run_1/metal_stack.png
Two of the layers only.
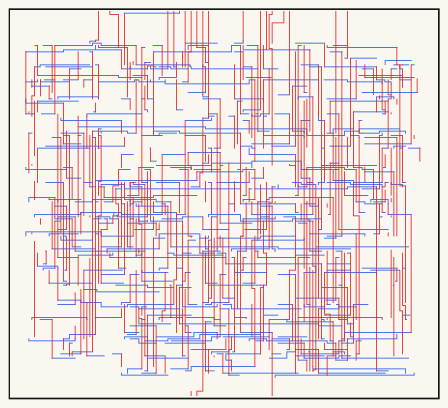
run_1/pdn.png
Scale bar: 20 um. Pins as bars on the die edge. Tap cells in gray.
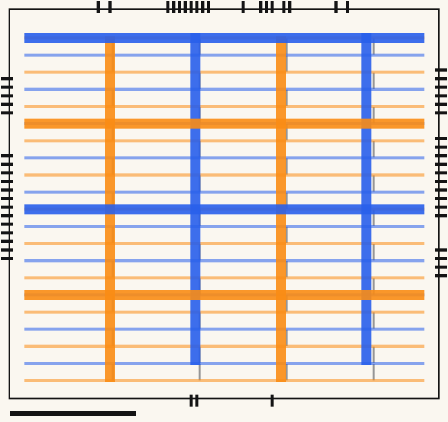
run_1/zoom.png
Region (38, 3) to (63, 28) um. Cells in gray, sequential cells in the stronger gray; small squares are vias.
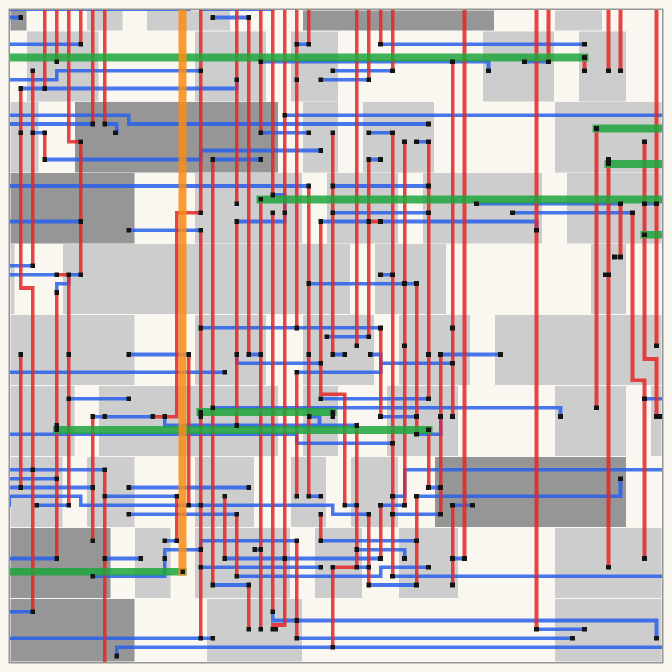
**src/rtl/dmem_lsu_pkg.sv**
```systemverilog
// dmem_lsu_pkg: shared opcodes, FSM states and default sizes for the load/store unit
package dmem_lsu_pkg;
  localparam int LSU_ADDR_W = 4;
  localparam int LSU_DATA_W = 8;
  localparam int LSU_DEPTH = 16;
  typedef enum logic [1:0] {
    OP_LOAD  = 2'b00,
    OP_STORE = 2'b01,
    OP_DUMP  = 2'b10,
    OP_RSVD  = 2'b11
  } op_t;
  typedef enum logic [2:0] {
    S_IDLE    = 3'd0,
    S_STORE   = 3'd1,
    S_LOAD_RD = 3'd2,
    S_DUMP_RD = 3'd3,
    S_RSP     = 3'd4
  } state_t;
endpackage

```
**src/rtl/dmem_lsu_dump_cnt.sv**
```systemverilog
// dmem_lsu_dump_cnt: DUMP beat counter with clear, non-wrapping increment and last flag
module dmem_lsu_dump_cnt #(
  parameter int ADDR_W = 4,
  parameter int DEPTH = 16
) (
  input  logic              clk,
  input  logic              rst,
  input  logic              clr,
  input  logic              inc,
  output logic [ADDR_W-1:0] cnt,
  output logic              last
);
  assign last = (cnt == ADDR_W'(DEPTH - 1));
  // Count beats; saturates at the final address instead of wrapping
  always_ff @(posedge clk)
    if (rst || clr) cnt <= '0;
    else if (inc && !last) cnt <= cnt + 1'b1;
endmodule

```
**src/rtl/dmem_lsu.sv**
```systemverilog
// dmem_lsu: load/store/dump initiator for a 16x8 async-read memory; DMEM_LSU_STATS_EN adds LoadCount/StoreCount
import dmem_lsu_pkg::*;
module dmem_lsu #(
  parameter int ADDR_W = LSU_ADDR_W,
  parameter int DATA_W = LSU_DATA_W,
  parameter int DEPTH = LSU_DEPTH
) (
  input  logic              Clock,
  input  logic              Reset,
  input  logic              ReqValid,
  output logic              ReqReady,
  input  logic [1:0]        ReqOp,
  input  logic [ADDR_W-1:0] ReqAddr,
  input  logic [DATA_W-1:0] ReqData,
  output logic              RspValid,
  input  logic              RspReady,
  output logic [DATA_W-1:0] RspData,
  output logic [ADDR_W-1:0] RspAddr,
  output logic              RspLast,
  output logic              RspErr,
`ifdef DMEM_LSU_STATS_EN
  output logic [7:0]        LoadCount,
  output logic [7:0]        StoreCount,
`endif
  output logic [ADDR_W-1:0] MemReadSelect,
  input  logic [DATA_W-1:0] MemDataOut,
  output logic              MemWriteEn,
  output logic [ADDR_W-1:0] MemWriteSelect,
  output logic [DATA_W-1:0] MemDataIn
);
  state_t state, state_n;
  logic dump, dump_n, req_fire, cnt_clr, cnt_inc, cnt_last;
  logic rsp_valid_n, rsp_last_n, rsp_err_n, we_n;
  logic [ADDR_W-1:0] cnt, rd_sel_n, rsp_addr_n, wsel_n;
  logic [DATA_W-1:0] rsp_data_n, wdata_n;
  assign req_fire = ReqValid && ReqReady;
  dmem_lsu_dump_cnt #(.ADDR_W(ADDR_W), .DEPTH(DEPTH)) u_cnt (
    .clk(Clock), .rst(Reset), .clr(cnt_clr), .inc(cnt_inc), .cnt(cnt), .last(cnt_last)
  );
  // Next-state and next-output logic; every output is then registered
  always_comb begin
    state_n = state;
    dump_n = dump;
    cnt_clr = 1'b0;
    cnt_inc = 1'b0;
    we_n = 1'b0;
    wsel_n = MemWriteSelect;
    wdata_n = MemDataIn;
    rd_sel_n = MemReadSelect;
    rsp_valid_n = RspValid;
    rsp_data_n = RspData;
    rsp_addr_n = RspAddr;
    rsp_last_n = RspLast;
    rsp_err_n = RspErr;
    case (state)
      S_IDLE: if (req_fire) begin
        dump_n = 1'b0;
        case (ReqOp)
          OP_LOAD: begin
            rd_sel_n = ReqAddr;
            state_n = S_LOAD_RD;
          end
          OP_STORE: begin
            we_n = 1'b1;
            wsel_n = ReqAddr;
            wdata_n = ReqData;
            state_n = S_STORE;
          end
          OP_DUMP: begin
            cnt_clr = 1'b1;
            rd_sel_n = '0;
            dump_n = 1'b1;
            state_n = S_DUMP_RD;
          end
          default: begin
            rsp_valid_n = 1'b1;
            rsp_err_n = 1'b1;
            rsp_last_n = 1'b1;
            rsp_data_n = '0;
            rsp_addr_n = ReqAddr;
            state_n = S_RSP;
          end
        endcase
      end
      S_STORE: state_n = S_IDLE;
      S_LOAD_RD, S_DUMP_RD: begin
        rsp_valid_n = 1'b1;
        rsp_data_n = MemDataOut;
        rsp_addr_n = MemReadSelect;
        rsp_last_n = (state == S_LOAD_RD) ? 1'b1 : cnt_last;
        rsp_err_n = 1'b0;
        state_n = S_RSP;
      end
      S_RSP: if (RspReady) begin
        rsp_valid_n = 1'b0;
        rsp_last_n = 1'b0;
        rsp_err_n = 1'b0;
        if (dump && !cnt_last) begin
          cnt_inc = 1'b1;
          rd_sel_n = cnt + 1'b1;
          state_n = S_DUMP_RD;
        end else begin
          dump_n = 1'b0;
          state_n = S_IDLE;
        end
      end
      default: state_n = S_IDLE;
    endcase
  end
  // State and output registers
  always_ff @(posedge Clock)
    if (Reset) begin
      state <= S_IDLE;
      dump <= 1'b0;
      ReqReady <= 1'b1;
      RspValid <= 1'b0;
      RspData <= '0;
      RspAddr <= '0;
      RspLast <= 1'b0;
      RspErr <= 1'b0;
      MemReadSelect <= '0;
      MemWriteEn <= 1'b0;
      MemWriteSelect <= '0;
      MemDataIn <= '0;
    end else begin
      state <= state_n;
      dump <= dump_n;
      ReqReady <= (state_n == S_IDLE);
      RspValid <= rsp_valid_n;
      RspData <= rsp_data_n;
      RspAddr <= rsp_addr_n;
      RspLast <= rsp_last_n;
      RspErr <= rsp_err_n;
      MemReadSelect <= rd_sel_n;
      MemWriteEn <= we_n;
      MemWriteSelect <= wsel_n;
      MemDataIn <= wdata_n;
    end
`ifdef DMEM_LSU_STATS_EN
  // Saturating counts of accepted LOADs and STOREs
  always_ff @(posedge Clock)
    if (Reset) begin
      LoadCount <= '0;
      StoreCount <= '0;
    end else begin
      if (req_fire && ReqOp == OP_LOAD && LoadCount != 8'hFF) LoadCount <= LoadCount + 1'b1;
      if (req_fire && ReqOp == OP_STORE && StoreCount != 8'hFF) StoreCount <= StoreCount + 1'b1;
    end
`endif
endmodule

```
**config.mk**
```make
export PLATFORM = sky130hd
export DESIGN_NAME = dmem_lsu
export DESIGN_NICKNAME = d
export VERILOG_FILES = /design/src/rtl/dmem_lsu_pkg.sv /design/src/rtl/dmem_lsu_dump_cnt.sv /design/src/rtl/dmem_lsu.sv
export SDC_FILE = /design/constraint.sdc
export NUM_CORES = 1
export LEC_CHECK = 0
export CAP_MARGIN = 20
export CELL_PAD_IN_SITES_DETAIL_PLACEMENT = 1
export CELL_PAD_IN_SITES_GLOBAL_PLACEMENT = 1
export CORE_ASPECT_RATIO = 0.9
export CORE_MARGIN = 2
export CORE_UTILIZATION = 48
export CTS_BUF_LIST = sky130_fd_sc_hd__clkbuf_8
export DETAILED_ROUTE_END_ITERATION = 16
export DONT_BUFFER_PORTS = 1
export PLACE_DENSITY_LB_ADDON = 0.15
export SLEW_MARGIN = 30
export SYNTH_ARGS = -nofsm -noshare
export SYNTH_HDL_FRONTEND = slang
export SYNTH_SLANG_ARGS = --single-unit
```
**constraint.sdc**
```tcl
create_clock -name Clock -period 1.5 [get_ports Clock]
set_input_delay 0.225 -clock Clock [delete_from_list [all_inputs] [get_ports Clock]]
set_output_delay 0.225 -clock Clock [all_outputs]
set_load 0.05 [all_outputs]
```
==> run notes, run 1 <==
The implementation run finished. The post-synth count of flops with an enable pin is 0. The script computed the net switching share of total power as 30.72%. Remaining number of nets flagged by the antenna check after routing landed at 0. The tree is rooted in a clkbuf_8.

According to the hold report, the worst path is of the input port to register type. TritonCTS buffer count landed at 5. The clock arrives with 0.003796 ns of skew. For reference, the top cells by area after synthesis are dfxtp_1 (46%), nor2_1 (5.3%), mux2i_1 (5.1%). Register-to-register setup slack landed at 0.05 ns. In the finished design, the share of the clock period the worst path needs comes to 96.40%.

The floorplan step defined a core boundary enclosing 3453 um^2. The critical path endpoint has a required time of 1.71 ns. The critical path's slowest stage uses the library cell dfxtp_2. Layout-stage area growth over the synthesis result landed at 24.15%. For this run, design rule violations remaining after detail routing come to 0. Routed wire length per instance landed at 19.54 um.

The flow reports that sequential cells draw 46.9% of the design power. After global routing, the most crowded layer is met2. First-pass GRT wire length landed at 7576 um. The die covers 4183 um^2. Net switching component of the power landed at 812.5 uW. Post-synthesis cell count from yosys landed at 191. Post-synthesis, Yosys gives the total cell area as 1767 um^2. Clock sink count landed at 41.

Setup repair after global routing could not meet its margin everywhere. Measured against the total synthesized area, the mux share comes to 5.099%. Logic depth along the worst register-to-register path is recorded as 4. Final cell count without fillers landed at 268.

The flow ran to the end, and the final reports show no timing, DRC or antenna violations. Fraction of registers with async set or reset after synthesis landed at 0%. Endpoint arrival time on the critical path landed at 1.65 ns. Violation tally from detailed-route iteration zero landed at 42. Portion of total power attributed to the clock network landed at 32.1%. Met1 usage landed at 27.10%. In this run the static leakage power is 0.0009197 uW.

Floorplan row count landed at 20. STA lists the startpoint of the worst hold path as Reset. Entering global routing, the biggest net connects 36 pins. The report counts max-capacitance violations totalling 0. Of all cell types, the one taking the most synthesized area is dfxtp_1. The pre-antenna-repair detailed-routing pass consisted of 4 iterations. In the hold report, the worst path ends at MemDataIn[5]$_SDFFE_PP0P_. The most frequently used library cell after synthesis is dfxtp_1. All-layer global routing usage landed at 25.35%. Summing the areas of all xor and xnor instances in the mapped netlist gives 1.487% of the synthesized area.

Endpoints with negative setup slack in the final report add up to 0.
Back to the opening pictures, metal_stack.png:
blue -> met1  # wire length 1980 um
red -> met2  # wire length 2630 um

Back to the opening pictures, pdn.png:
orange -> VSS
blue -> VDD
met4 straps = 4
rows = 20
tap cells = 44
signal pins = 59
met1 rails = 21

Back to the opening pictures, zoom.png:
blue -> met1
orange -> met4
green -> met3
red -> met2
netlist names of flops here include = state (2)
most frequent = buf_4 (6), ha_1 (4)
sequential cells in the window = 4
cells with their middle in the window = 41

## run 1: worst max-delay path: cells and delay by family (launching register included)
kind / cells / cell delay [ns]
AND/OR/NAND/NOR: 2 / 0.53
flip-flops: 1 / 0.35
AND-OR/OR-AND: 2 / 0.47
## run 1: timing repair
item | 4_1_cts | 5_1_grt
gates resized | 2 | 6
hold endpoints to repair | 29 | 31
setup endpoints to repair | 9 | 17
buffers inserted | 3 | 0
gates cloned | 0 | 0
pin swaps | 1 | 1
## run 1: cells in the final DEF, fill, tap and decap left out, types with 2 or more instances in the layout
| master | instances |
|---|---|
| a211oi_1 | 8 |
| a21oi_1 | 13 |
| a221oi_1 | 4 |
| a22oi_1 | 9 |
| and3_1 | 2 |
| and4b_1 | 2 |
| buf_12 | 2 |
| buf_4 | 35 |
| clkbuf_8 | 5 |
| dfxtp_1 | 38 |
| dfxtp_2 | 3 |
| ha_1 | 5 |
| inv_1 | 8 |
| mux2i_1 | 9 |
| nand2_1 | 14 |
| nand3_1 | 10 |
| nor2_1 | 25 |
| nor3_1 | 2 |
| nor3b_1 | 4 |
| o21ai_0 | 2 |
| xor2_1 | 3 |
## run 1: cell families (layout without fill, tap and decap cells)
kind of cell             after synthesis  after routing
AND/OR/NAND/NOR                       67             67
AND-OR/OR-AND                         46             46
flip-flops                            41             41
buffers and inverters                 20             53
multiplexers                           9              9
adder cells (fa/ha/maj)                5              5
XOR/XNOR                               3              3
## run 1: flip-flops by register name, summed over array words and instances (netlist names), 3 cells and up
signal          count
state               3
u_cnt.cnt           4
MemDataIn           8
MemWriteSelect      4
RspAddr             4
MemReadSelect       4
RspData             8
## run 1: cell type report
cell class | instances | area, um^2 | share of cell area [%]
Timing Repair Buffer | 38 | 312.8 | 14.26
Clock inverter | 2 | 35.03 | 1.597
Clock buffer | 5 | 68.82 | 3.137
Multi-Input combinational cell | 130 | 867.1 | 39.53
Tap cell | 44 | 55.05 | 2.510
Sequential cell | 41 | 824.5 | 37.59
Inverter | 8 | 30.03 | 1.369
## run 1: stage by stage
stage / worst slack, ns / area [um^2]
after global routing: -0.01150 / 2193
after detailed placement: 0.003616 / 2019
after global placement: 0.07910 / 2019
after CTS: 0.005896 / 2147
final: 0.05401 / 2193
after floorplan: 0.08146 / 1768
## run 1: worst max path at each step
stage	endpoint	slack, ns	cells past startpoint	start
2_1_floorplan	MemWriteSelect[2]$_SDFFE_PP0P_	0.08	5	ReqReady$_SDFF_PP1_
3_3_place_gp	RspAddr[2]$_SDFFE_PP0P_	0.08	5	ReqOp[0]
3_5_place_dp	MemReadSelect[0]$_SDFFE_PP0P_	0.004	5	u_cnt.cnt[0]$_SDFFE_PP0P_
4_1_cts	MemReadSelect[2]$_SDFFE_PP0P_	0.006	4	state[2]$_SDFF_PP0_
5_1_grt	MemReadSelect[2]$_SDFFE_PP0P_	-0.01	4	state[2]$_SDFF_PP0_
6_report	MemReadSelect[2]$_SDFFE_PP0P_	0.05	4	state[2]$_SDFF_PP0_
==> run 2, diff against run 1 <==
--- a/config.mk
+++ b/config.mk
@@ -9,7 +9,7 @@
 export CELL_PAD_IN_SITES_DETAIL_PLACEMENT = 1
 export CELL_PAD_IN_SITES_GLOBAL_PLACEMENT = 1
 export CORE_ASPECT_RATIO = 0.9
-export CORE_MARGIN = 2
+export CORE_MARGIN = 4
 export CORE_UTILIZATION = 48
 export CTS_BUF_LIST = sky130_fd_sc_hd__clkbuf_8
 export DETAILED_ROUTE_END_ITERATION = 16
==> run 2 against run 1 <==
  * Synthesized cell count stayed put
  * Via count is 0.89% lower
  * Total power down 2.9%
  * Largest cell class unchanged
==> run notes, run 2 <==
The implementation run finished. After floorplanning, the die was sized to cover 4717 um^2. The main area contributors are dfxtp_1 (46%), nor2_1 (5.3%), mux2i_1 (5.1%). Area of the core region landed at 3453 um^2. Timing-limited maximum frequency landed at 687.4 MHz.

Endpoint arrival time on the critical path landed at 1.66 ns. Among logic cells in the layout, the one with the most instances is dfxtp_1. The first global-routing pass estimated 7893 um of wire. Nets still carrying antenna violations after routing amount to 0.

The tree is rooted in a clkbuf_8. The power report puts the net switching power at 843.9 uW. Post-synthesis cell count from yosys landed at 191. The detailed router finished its first iteration with 57 violations. Total iterations of the first detailed-routing run landed at 4. Initial antenna violation count landed at 0.

TritonCTS buffer count landed at 5. Setup repair after global routing could not meet its margin everywhere. Share of the clock period used by the worst path after layout landed at 96.98%. Yosys reports a chip area of 1767 um^2. Register-to-register setup slack landed at 0.05 ns. Critical path required time landed at 1.70 ns. The library cells used most frequently in the layout, excluding fill and tap cells, are dfxtp_1 (36), buf_4 (31), nor2_1 (23). The placed instances occupy a cell area of 1974 um^2.

Looking at area per cell type in the netlist, the leader is dfxtp_1. Total non-filler cell area in the finished layout landed at 2211 um^2. All-layer global routing usage landed at 21.26%. The flow ran to the end, and the final reports show no timing, DRC or antenna violations.

Measured in cells, the most critical reg-to-reg path has a length of 5. The synthesis stats list as the most numerous cell dfxtp_1. For this run, the script counts the antenna cells in the layout as 0.

The capture point of the critical path was reported as MemReadSelect[3]$_SDFFE_PP0P_. Switching part of the total power landed at 32.87%. Total power density per cell area landed at 1161 nW/um^2. Cell count after placement landed at 250.

The clock network accounts for 29.5% of the total power. Clock sink count landed at 41. Count of maximum capacitance violations landed at 0. The path class of the tightest hold or removal check is input port to register. Of all flip-flops after synthesis, the portion carrying an async set or reset was 0%. Compared with the post-synthesis result, the final layout area differs by 25.14%.

Pin count of the biggest net entering global routing landed at 36. The clock H-tree reported by CTS has 2 levels. Excluding fillers, the count of instances in the completed layout stands at 266. Power share of the sequential group landed at 49.0%. The critical path starts at state[1]$_SDFF_PP0_. The largest registers in the layout are MemDataIn: 8 flops, RspData: 8 flops. Post-synth tally of flip-flops with integrated enable landed at 0.
==> run 2: netlist changes by cell type in the layout (fill, tap and decap cells not counted), sizes merged <==
cell | previous run | this run
buf | 37 | 34
bufinv | 1 | 0
clkbuf | 5 | 6
clkinv | 1 | 2
==> run 2: what timing repair did <==
item	4_1_cts	5_1_grt
pin swaps	1	4
endpoints found under the setup margin	5	21
buffers inserted	3	3
gates resized	0	19
endpoints found under the hold margin	32	32
==> run 2: cell type report <==
| class | instances | area (um^2) | area share, % |
|---|---|---|---|
| Clock inverter | 2 | 13.76 | 0.6225 |
| Inverter | 8 | 30.03 | 1.358 |
| Timing Repair Buffer | 35 | 294.0 | 13.30 |
| Tap cell | 44 | 55.05 | 2.490 |
| Multi-Input combinational cell | 130 | 903.4 | 40.86 |
| Sequential cell | 41 | 832.0 | 37.63 |
| Clock buffer | 6 | 82.58 | 3.735 |
==> run 2: worst min path at each step <==
| stage | startpoint | end |
|---|---|---|
| finish | ReqData[5] | MemDataIn[5]$_SDFFE_PP0P_ |
| global route | ReqData[5] | MemDataIn[5]$_SDFFE_PP0P_ |
| CTS | Reset | RspLast$_SDFFE_PP0P_ |
| detailed placement | Reset | dump$_SDFFE_PP0P_ |
| global placement | Reset | RspLast$_SDFFE_PP0P_ |
| floorplan | ReqAddr[0] | MemWriteSelect[0]$_SDFFE_PP0P_ |
==> run 2: per-layer routing <==
layer	global-route usage [%]	wire, um	vias to the layer above
li1	-	-	732
met1	25.52	2051	752
met2	36.24	2665	63
met3	7.645	500	6
met4	4.930	41	0
met5	0	0	-
==> run 2: worst max-delay path, cell delays in order, from the launching register on <==
cell and delay (ns):
dfxtp_4 0.37, nor3b_4 0.23, buf_6 0.14, nand4_4 0.15, and2_4 0.23, a211oi_1 0.24
==> run 2: cell families (layout without fill, tap and decap cells) <==
group	count (synthesis)	after routing	synth area share, %
AND-OR/OR-AND	46	46	18.20
XOR/XNOR	3	3	1.488
adder cells (fa/ha/maj)	5	5	3.541
buffers and inverters	20	51	5.311
flip-flops	41	41	46.46
multiplexers	9	9	5.099
AND/OR/NAND/NOR	67	67	19.90
==> run 2: power by group through the flow <==
stage | logic [uW] | registers [uW] | clock network [uW]
6_report | 552 | 1260 | 758
5_1_grt | 592 | 1270 | 825
3_3_place_gp | 464 | 1280 | 0
3_5_place_dp | 483 | 1280 | 0
4_1_cts | 491 | 1260 | 778
2_1_floorplan | 223 | 1410 | 0
==> run 2: through the flow <==
step	setup TNS (ns)	hold WS (ns)	setup slack (ns)	power, uW
2_1_floorplan	0	0.3689	0.08146	1631
3_3_place_gp	0	0.2992	0.08855	1740
3_5_place_dp	-0.02730	0.3011	-0.02151	1763
4_1_cts	-0.002825	-0.01328	-0.002825	2525
5_1_grt	-0.1132	0.07950	-0.03724	2682
6_report	0	0.07800	0.04532	2567
run_2/zoom.png
Region (41, 4) to (66, 29) um. Cells in gray, sequential cells in the stronger gray; small squares are vias.
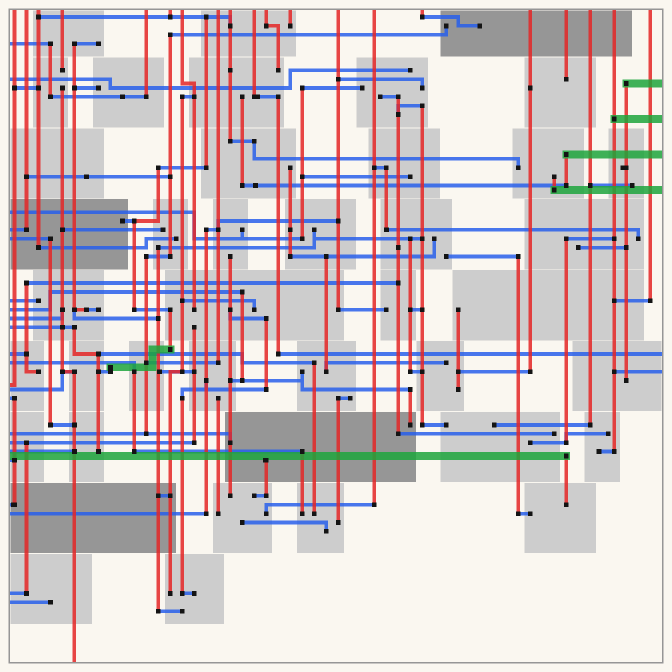
red -> met2
blue -> met1
green -> met3
cells with their middle in the window = 40
netlist names of flops here include = state (2)
most frequent = nand2_1 (5), buf_4 (5)
sequential cells in the window = 4

run_2/metal_stack.png
Two of the layers only.
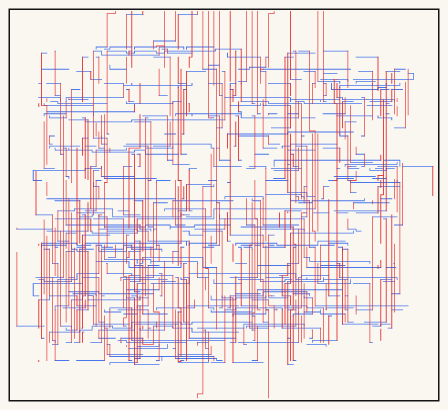
red -> met2  # wire length 2670 um
blue -> met1  # wire length 2050 um

==> run 3, diff against run 2 <==
--- a/config.mk
+++ b/config.mk
@@ -9,7 +9,7 @@
 export CELL_PAD_IN_SITES_DETAIL_PLACEMENT = 1
 export CELL_PAD_IN_SITES_GLOBAL_PLACEMENT = 1
 export CORE_ASPECT_RATIO = 0.9
-export CORE_MARGIN = 4
+export CORE_MARGIN = 3
 export CORE_UTILIZATION = 48
 export CTS_BUF_LIST = sky130_fd_sc_hd__clkbuf_8
 export DETAILED_ROUTE_END_ITERATION = 16
==> run 3 against run 2 <==
  * The flow now finishes with violations (negative hold slack)
  * Count of clock-buffer cells in the layout decreased by 1
  * Largest power group unchanged
  * Clock power up 14%
  * Synthesized cell count stayed put
  * Flip-flop count stayed put
  * Total power is 4.8% higher
  * Routed wire length grew 15%
  * Worst hold slack got worse by 0.078 ns
  * Area after synthesis did not move
==> run notes, run 3 <==
The implementation run finished. The flow ran to the end, but the final reports show violations. The final reports fail on negative hold slack. From synthesis to final layout, the design area changed by 25.43%.

The required time at the worst endpoint is listed as 1.67 ns. Timing-limited maximum frequency landed at 679.7 MHz. Setup total negative slack on the finished layout was measured at 0 ns.

DRC violation count after routing landed at 0. The first global-routing pass estimated 8714 um of wire. The run reported a max-capacitance violation count of 0. The arrival time of data at the worst endpoint is listed as 1.64 ns.

Setup repair after global routing could not meet its margin everywhere. The script computed a power per unit cell area of 1214 nW/um^2. Among all stages on the critical path, the maximum delay recorded is 0.36 ns. Pin count of the biggest net entering global routing landed at 36. The top cell type in the final layout, fill and taps aside, is dfxtp_1. In this run the worst setup path begins at u_cnt.cnt[0]$_SDFFE_PP0P_. Looking at hold timing, the worst path starts from Reset. Area of the multi-input gates landed at 920.9 um^2.

Deepest level of the CTS H-tree landed at 2. The critical path goes through ha_1 -> nand3_4 -> nand4_4 -> a221oi_2 -> a211oi_2. Met3 layer wire length in the routed design landed at 420 um. For reference, the final report shows the hold violation count at 1. On the critical path, the stage with the largest delay is an instance of a221oi_2. TritonCTS reports the number of clock sinks as 41. The most critical hold endpoint after final layout shows a slack of -0.00004965 ns. The chip occupies 4446 um^2.

In the layout the commonest cells are dfxtp_1 (36), buf_4 (29), nor2_1 (24). Post-synthesis cell count from yosys landed at 191. Area taken by flip-flops and latches landed at 827.0 um^2.
## run 3: repair_timing
item / in CTS / in global routing
pin swaps: 4 / 4
gates resized: 7 / 13
endpoints found under the hold margin: 25 / 30
endpoints found under the setup margin: 5 / 19
setup buffers: 2 / 1
## run 3: critical path: cells and delay by family (launching register included)
kind / cells / cell delay (ns)
AND-OR/OR-AND: 2 / 0.45
adder cells (fa/ha/maj): 1 / 0.25
flip-flops: 1 / 0.34
AND/OR/NAND/NOR: 2 / 0.31
## run 3: path summary, 6_finish.rpt
| kind | endpoint | slack [ns] | cells after the start |
|---|---|---|---|
| max | MemReadSelect[0]$_SDFFE_PP0P_ | 0.03 | 5 |
| min | RspData[7]$_SDFFE_PP0P_ | -0.00005 | 1 |
| max reg2reg | MemReadSelect[0]$_SDFFE_PP0P_ | 0.03 | 5 |
| min reg2reg | MemReadSelect[1]$_SDFFE_PP0P_ | 0.52 | 2 |
## run 3: area by class of cell
type / count / area share, %
multi-input cells: 130 / 41.56
flip-flops and latches: 41 / 37.32
repair buffers: 33 / 12.59
clock buffers: 5 / 3.106
well taps: 44 / 2.484
clock inverters: 2 / 1.581
inverters: 8 / 1.355
## run 3: metal layers
metal	track usage, %	vias to the layer above
li1	-	733
met1	26.15	792
met2	45.87	68
met3	8.134	21
met4	10.53	0
met5	0	-
## run 3: report_power, final
group | leakage (uW) | total (uW) | switching [uW] | internal [uW]
Sequential | 0.000335 | 1260 | 107 | 1150
Combinational | 0.000515 | 568 | 369 | 199
Clock | 0.0000540 | 862 | 378 | 484
Total | 0.000904 | 2690 | 854 | 1840
## run 3: stage by stage
stage	area (um^2)	total power (uW)	instances
floorplan	1768	1631	191
global placement	1982	1743	251
detailed placement	1982	1774	251
CTS	2135	2636	260
global route	2216	2793	263
finish	2216	2691	263
## run 3: cell families after synthesis
logic type	share of synthesized area (%)
multiplexers	5.099
XOR/XNOR	1.488
AND-OR/OR-AND	18.20
flip-flops	46.46
AND/OR/NAND/NOR	19.90
buffers and inverters	5.311
adder cells (fa/ha/maj)	3.541
run_3/pdn.png
Scale bar: 20 um. Pins as bars on the die edge. Tap cells in gray.
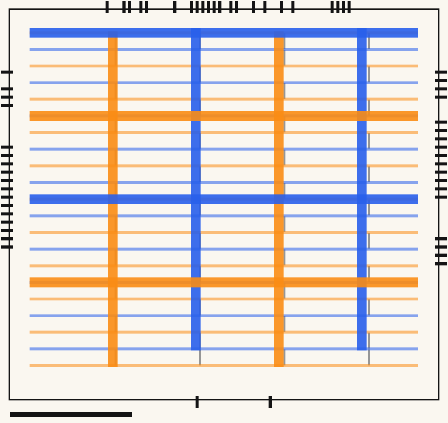
orange -> VSS
blue -> VDD
met5 straps = 4
rows = 20
tap cells = 44

run_3/final_congestion.png
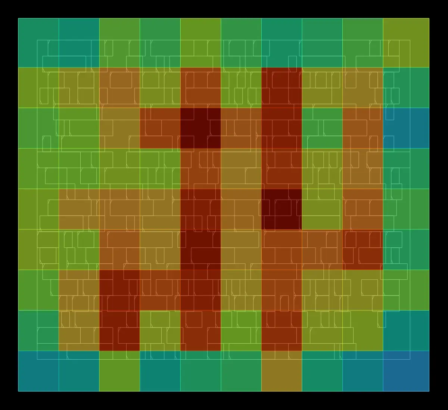
most used routing layer in global routing: met2
M3 GR Usage: 8.134%
fraction of met2 tracks used by global routing: 45.87%
post-DR wirelength/cell: 23.00 um
met1 capacity usage during global routing: 26.15%

Power and IR drop assume default switching activity.
